`config.mk`:
```
export PLATFORM = sky130hd
export DESIGN_NAME = device_alu
export DESIGN_NICKNAME = d
export VERILOG_FILES = /design/src/rtl/device_alu.sv
export SDC_FILE = /design/constraint.sdc
export NUM_CORES = 1
export LEC_CHECK = 0
export CAP_MARGIN = 40
export CORE_ASPECT_RATIO = 1.75
export CORE_MARGIN = 10
export CORE_UTILIZATION = 50
export DETAILED_ROUTE_END_ITERATION = 10
export DONT_BUFFER_PORTS = 1
export PLACE_DENSITY = 0.76
export SLEW_MARGIN = 10
export SYNTH_ARGS = -nofsm -noshare
export SYNTH_HDL_FRONTEND = slang
export SYNTH_SLANG_ARGS = --single-unit
export TNS_END_PERCENT = 20
```
`constraint.sdc`:
```
create_clock -name clk -period 4.4 [get_ports clk]
set_input_delay 0.44 -clock clk [delete_from_list [all_inputs] [get_ports clk]]
set_output_delay 0.44 -clock clk [all_outputs]
set_load 0.02 [all_outputs]
```
`src/rtl/device_alu.sv`:
```
// Registered 4-bit add/sub/mul/div unit with 8-bit result and divide-by-zero flag.
// Build option: define DEVICE_ALU_REM_EN to place the remainder in out_data[7:4] on divide.
module device_alu (
  input  logic       clk,
  input  logic       rst,
  input  logic       in_valid,
  input  logic [3:0] in1,
  input  logic [3:0] in2,
  input  logic [1:0] opcode,
  output logic [7:0] out_data,
  output logic       out_valid,
  output logic       div_by_zero
);

  localparam int unsigned IW = 4;
  localparam int unsigned OW = 8;

  typedef enum logic [1:0] {
    OP_ADD = 2'b00,
    OP_SUB = 2'b01,
    OP_MUL = 2'b10,
    OP_DIV = 2'b11
  } op_e;

  logic [OW-1:0] a_ext;
  logic [OW-1:0] b_ext;
  logic [OW-1:0] result_c;
  logic          dbz_c;
  logic [IW-1:0] quot_c;
`ifdef DEVICE_ALU_REM_EN
  logic [IW-1:0] rem_c;
`endif

  assign a_ext = OW'(in1);
  assign b_ext = OW'(in2);

  // Next result from the current operands; wraps to 8 bits on subtract underflow.
  always_comb begin
    result_c = '0;
    dbz_c    = 1'b0;
    quot_c   = '0;
`ifdef DEVICE_ALU_REM_EN
    rem_c    = '0;
`endif
    case (op_e'(opcode))
      OP_ADD: result_c = a_ext + b_ext;
      OP_SUB: result_c = a_ext - b_ext;
      OP_MUL: result_c = a_ext * b_ext;
      OP_DIV: begin
        if (in2 == '0) begin
          result_c = '1;
          dbz_c    = 1'b1;
        end else begin
          quot_c = in1 / in2;
`ifdef DEVICE_ALU_REM_EN
          rem_c    = in1 % in2;
          result_c = {rem_c, quot_c};
`else
          result_c = {IW'(0), quot_c};
`endif
        end
      end
      default: result_c = '0;
    endcase
  end

  // Output registers; data and flag hold while no operand is strobed.
  always_ff @(posedge clk) begin
    if (rst) begin
      out_data    <= '0;
      out_valid   <= 1'b0;
      div_by_zero <= 1'b0;
    end else begin
      out_valid <= in_valid;
      if (in_valid) begin
        out_data    <= result_c;
        div_by_zero <= dbz_c;
      end
    end
  end

endmodule

```
Fig. 1: run 1, cells coloured by class
Scale: 3 px per micron.
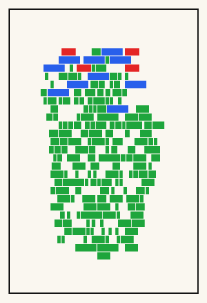
| colour | class | cells |
|---|---|---|
| red | clock drivers and dummy loads | 4 |
| blue | sequential cells | 10 |
| green | combinational and other logic | 176 |
finished layout cell area: 0.001659 sq mm
sequential share of cell area: 12.07%
Core Rows: 26

Fig. 2: run 1, clock nets
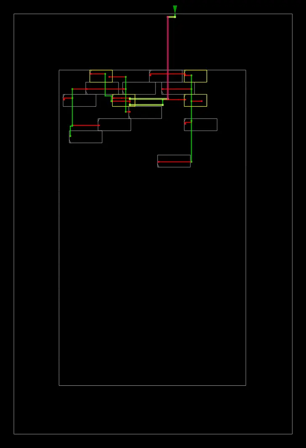
clock network latency to the later pin of the worst-skew pair: 0.23 ns
clk pwr: 0.000113 W
registers: 10
number of clock buffers in the layout: 4

Fig. 3: run 1, metal 3
Scale: 4 px per micron.
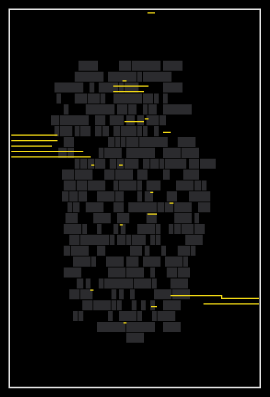
longest straight run: 19.6 microns
wire length on this layer: 137 microns
Detailed Route WL: 4162 microns
routing usage on met3: 3.584%
via count: 1340

Fig. 4: run 1, nets reached from selected ports
Scale: 4 px per micron.
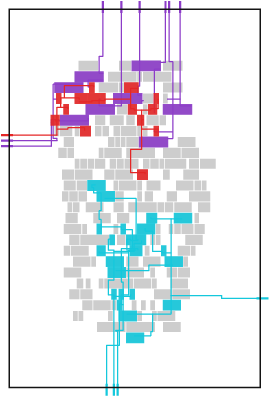
| colour | port | bits | direction | edge | end cells | buffers | wire |
|---|---|---|---|---|---|---|---|
| purple | `out_data` | 8 | output | 6 top, 2 left | 8 | 0 | 235 microns |
| cyan | `in2` | 4 | input | 3 bottom, 1 right | 23 | 0 | 304 microns |
| red | `in_valid` | 1 | input | left | 15 | 0 | 106 microns |
IO Port Bufs: 0
IO Pins: 23

-- run 1: cells by family (layout without fill, tap and decap cells) --
kind of cell	Yosys count	after routing	synth area share [%]
buffers and inverters	30	30	7.955
AND/OR/NAND/NOR	50	50	15.67
AND-OR/OR-AND	48	48	21.72
flip-flops	10	10	12.73
XOR/XNOR	7	7	3.898
adder cells (fa/ha/maj)	40	40	34.69
multiplexers	5	5	3.341
-- run 1: metal layers --
| layer | vias to the layer above | wire (microns) |
|---|---|---|
| met5 | - | 0 |
| met1 | 637 | 1415 |
| met3 | 14 | 136 |
| li1 | 664 | - |
| met4 | 0 | 195 |
| met2 | 25 | 2415 |
-- run 1: worst register-to-register path: stages, from the launching register on --
cell      delay (ns)
dfxtp_1         0.44
nor2b_1         0.22
o21bai_1        0.09
a31oi_1         0.14
-- run 1: area by class of cell --
class | instances | area, sq um
Fill cell | 286 | 1301
Clock buffer | 4 | 55.05
Inverter | 26 | 97.59
Sequential cell | 10 | 200.2
Multi-Input combinational cell | 150 | 1254
Tap cell | 42 | 52.55
-- run 1: flip-flops by register name, indices dropped and copies added, names as in the netlist --
signal and flops:
out_data 8, div_by_zero 1, out_valid 1
-- run 1: placed cells by master, fill, tap and decap left out, types with 2 or more instances in the layout --
cell	synthesis	layout
o21ai_2	2	2
clkbuf_8	0	4
nand2b_1	4	4
o22ai_1	2	2
nor3b_1	2	2
nor2_1	16	16
o21a_1	3	3
o21ai_0	7	7
o21bai_1	2	2
nor2b_1	3	3
fa_1	6	6
xnor2_1	3	3
dfxtp_1	10	10
a31oi_1	2	2
nand3_1	2	2
a311oi_1	2	2
a21oi_1	10	10
ha_1	34	34
a21o_1	5	5
o211ai_1	2	2
inv_1	26	26
mux2i_1	3	3
xor2_1	4	4
nand2_1	15	15
-- run 1: per-stage QoR --
| stage | util [%] | std cells | setup slack, ns | power (W) |
|---|---|---|---|---|
| floorplan | - | 190 | 0.4697 | 0.0002362 |
| global placement | 53.97 | 228 | 0.3096 | 0.0002582 |
| detailed placement | 53.97 | 228 | 0.08259 | 0.0002695 |
| CTS | 55.83 | 232 | 0.3209 | 0.0003846 |
| global route | 56.04 | 232 | 0.05064 | 0.0004122 |
| finish | 56.04 | 232 | 0.4408 | 0.0003820 |
-- run 1: report_power, final --
| group | switching, W | internal (W) |
|---|---|---|
| combinational | 0.0000868 | 0.0000713 |
| clock | 0.0000348 | 0.0000785 |
| sequential | 0.0000129 | 0.0000976 |
| total | 0.000135 | 0.000247 |
-- run 1: worst min-delay path by stage --
stage	endpoint	depth (start not counted)
2_1_floorplan	out_data[1]	2
3_3_place_gp	out_data[2]	1
3_5_place_dp	out_data[4]	1
4_1_cts	out_data[4]	1
5_1_grt	out_data[2]	1
6_report	out_data[2]	1
==> out/results.tsv, run 1 <==
stage	metric	value	unit
status	status	finished clean	
yosys	synth_cell_types	47	
critical_path	cp_max_fo	9	
yosys	synth_nets	243	
floorplan	die_area	0.005877	sq mm
sta	grt_setup_unrepaired	false	
critical_path	path_class	in -> reg	
critical_path	crit_family	AND-OR/OR-AND gates	
yosys	synth_top_flop_cell	dfxtp_1	
layout	nets	244	
min_path	hp-start	rst	
layout	n_antenna_cell	0	
critical_path	cp-endpoint	out_data[0]	
cts	htree_num_levels	1	
critical_path	max_stage_delay	0.35	ns
critical_path	worst-path-buf-inv	1	
yosys	postSynthSeqShare	12.73	%
routing	vias_per_cell	5.776	
sta	hold_viol_final	0	
sta	timing.hold.ws	0.2730	ns
placement	gp_congestion	0.8792	
critical_path	critPathCaptureType	flip-flop	
--- run 2 (diff from run 1) ---
--- a/config.mk
+++ b/config.mk
@@ -5,13 +5,14 @@
 export SDC_FILE = /design/constraint.sdc
 export NUM_CORES = 1
 export LEC_CHECK = 0
+export ABC_AREA = 1
 export CAP_MARGIN = 40
 export CORE_ASPECT_RATIO = 1.75
-export CORE_MARGIN = 10
-export CORE_UTILIZATION = 50
+export CORE_MARGIN = 2
+export CORE_UTILIZATION = 35
 export DETAILED_ROUTE_END_ITERATION = 10
 export DONT_BUFFER_PORTS = 1
-export PLACE_DENSITY = 0.76
+export PLACE_DENSITY = 0.6
 export SLEW_MARGIN = 10
 export SYNTH_ARGS = -nofsm -noshare
 export SYNTH_HDL_FRONTEND = slang
Fig. 5: run 2, clock wires, drivers and flops
Scale: 6 px per micron.
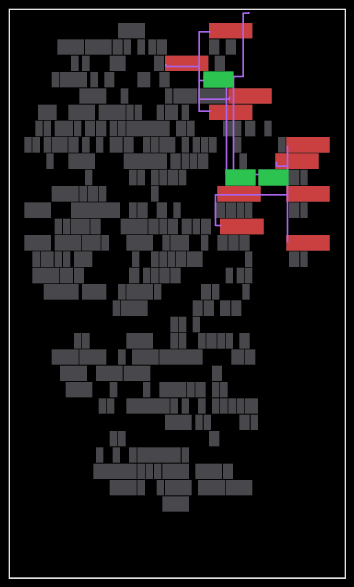
[red] flip-flops | count: 10
[purple] clock wires | length: 126 microns
[green] clock drivers | count: 3
routed clock nets: 4
power share of the clock group: 29.2%
clk pwr: 0.000111 W
Final Skew: 0 ns

Fig. 6: run 2, nets reached from selected ports
Scale: 6 px per micron.
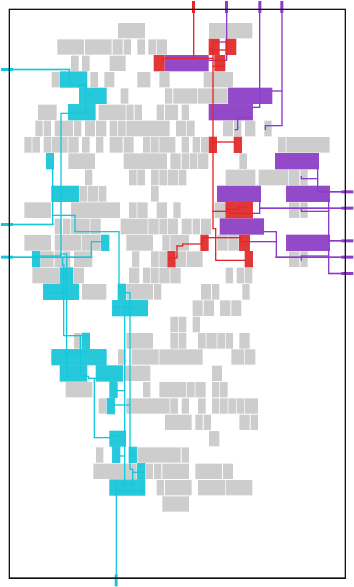
| colour | port | bits | direction | edge | end cells | buffers | wire |
|---|---|---|---|---|---|---|---|
| purple | `out_data` | 8 | output | 5 right, 3 top | 8 | 0 | 142 microns |
| red | `in_valid` | 1 | input | top | 13 | 0 | 91.5 microns |
| cyan | `in2` | 4 | input | 3 left, 1 bottom | 26 | 0 | 286 microns |

==> run 2 against run 1 <==
  * Combinational power about the same
  * Clock skew unchanged
  * First-iteration DRC count decreased by 49%
  * Cell count up 28%
  * Sequential share of layout area shrank 0.67 points
  * Synthesized cell count rose by 27%
  * Die size down 10%
==> out/results.tsv, run 2 <==
stage	metric	value	unit
placement	gp_congestion	0.8398	
floorplan	rows	33	
sta	hold_viol_final	0	
layout	n_antenna_cell	0	
layout	nets	299	
placement	place_inst	293	
yosys	synth_top_flop_cell	dfxtp_1	
layout	regMostFlops	out_data	
cts	htree_num_levels	1	
power_and_ir_drop	p_int	0.0002413	W
sta	grt_setup_unrepaired	false	
routing	vias_per_cell	4.832	
yosys	postSynthSeqShare	12.20	%
power_and_ir_drop	switching_share	36.66	%
placement	io_buffers	0	
floorplan	die_area	0.005272	sq mm
critical_path	critPathCaptureType	flip-flop	
yosys	synth_nets	295	
layout	largestRegisters	out_data x8, div_by_zero x1, out_valid x1	
status	status	finished clean	
Fig. 7: run 2, metal 3
Scale: 4 px per micron.
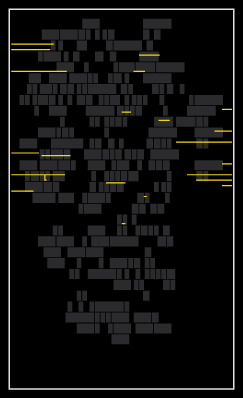
nets with wire on the layer: 18
wire length on this layer: 128 microns
main direction: horizontal
longest straight run: 13.7 microns
Detailed Route WL: 3785 microns
via count: 1435
routing usage on met3: 2.055%

## run 2: worst max-delay path, cell delays in order
cell and delay (ns):
inv_1 0.04, ha_1 0.28, nand2_2 0.10, nand2_1 0.07
o21ai_2 0.17, inv_1 0.06, ha_1 0.32, a21oi_1 0.09
a21oi_2 0.27, mux2i_4 0.31, ha_1 0.26, inv_1 0.09
nor2_1 0.06, nand2_1 0.06, nand3_1 0.13, inv_1 0.14
nand2_1 0.06, o21ai_0 0.07, ha_1 0.25, o21ai_0 0.07
a21boi_0 0.09, o21ai_0 0.14, nand2_1 0.07, nand2_1 0.05
a21oi_1 0.05
## run 2: area by class of cell
type	count	area, sq um
flip-flops and latches	10	200.2
multi-input cells	184	1260
clock buffers	4	55.05
fillers	475	2826
inverters	47	176.4
well taps	52	65.06
## run 2: power groups by stage
stage	logic, W	clock network, W	registers (W)
floorplan	0.000131	0	0.000110
global placement	0.000160	0	0.000111
detailed placement	0.000161	0	0.000111
CTS	0.000163	0.000114	0.000109
global route	0.000189	0.000119	0.000110
finish	0.000161	0.000111	0.000109
## run 2: routing by layer
layer | vias to the layer above | wire length, microns | global-route usage, %
li1 | 778 | - | -
met1 | 626 | 1481 | 16.42
met2 | 25 | 2099 | 29.96
met3 | 6 | 128 | 2.055
met4 | 0 | 75 | 5.691
met5 | - | 0 | 0
## run 2: final timing paths
path | startpoint | end | slack, ns | depth (start not counted)
max | in2[0] | out_data[0] | 0.77 | 25
max reg2reg | out_data[0] | out_data[0] | 3.66 | 2
min reg2reg | out_data[7] | out_data[7] | 0.56 | 2
min | rst | out_data[7] | 0.27 | 1
## run 2: cell families after synthesis
group | share of synthesized area [%]
AND-OR/OR-AND | 15.18
adder cells (fa/ha/maj) | 33.26
flip-flops | 12.20
AND/OR/NAND/NOR | 25.40
XOR/XNOR | 1.602
buffers and inverters | 10.98
multiplexers | 1.373
## run 2: metrics by stage
| step | worst slack [ns] | hold WS [ns] |
|---|---|---|
| 6_report | 0.7702 | 0.2717 |
| 5_1_grt | 0.4233 | 0.2627 |
| 4_1_cts | 0.7597 | 0.2676 |
| 3_5_place_dp | 0.5297 | 0.5124 |
| 3_3_place_gp | 0.5933 | 0.5110 |
| 2_1_floorplan | 0.7759 | 0.5091 |
No activity file was given, so power comes from the tool's default toggle rates.
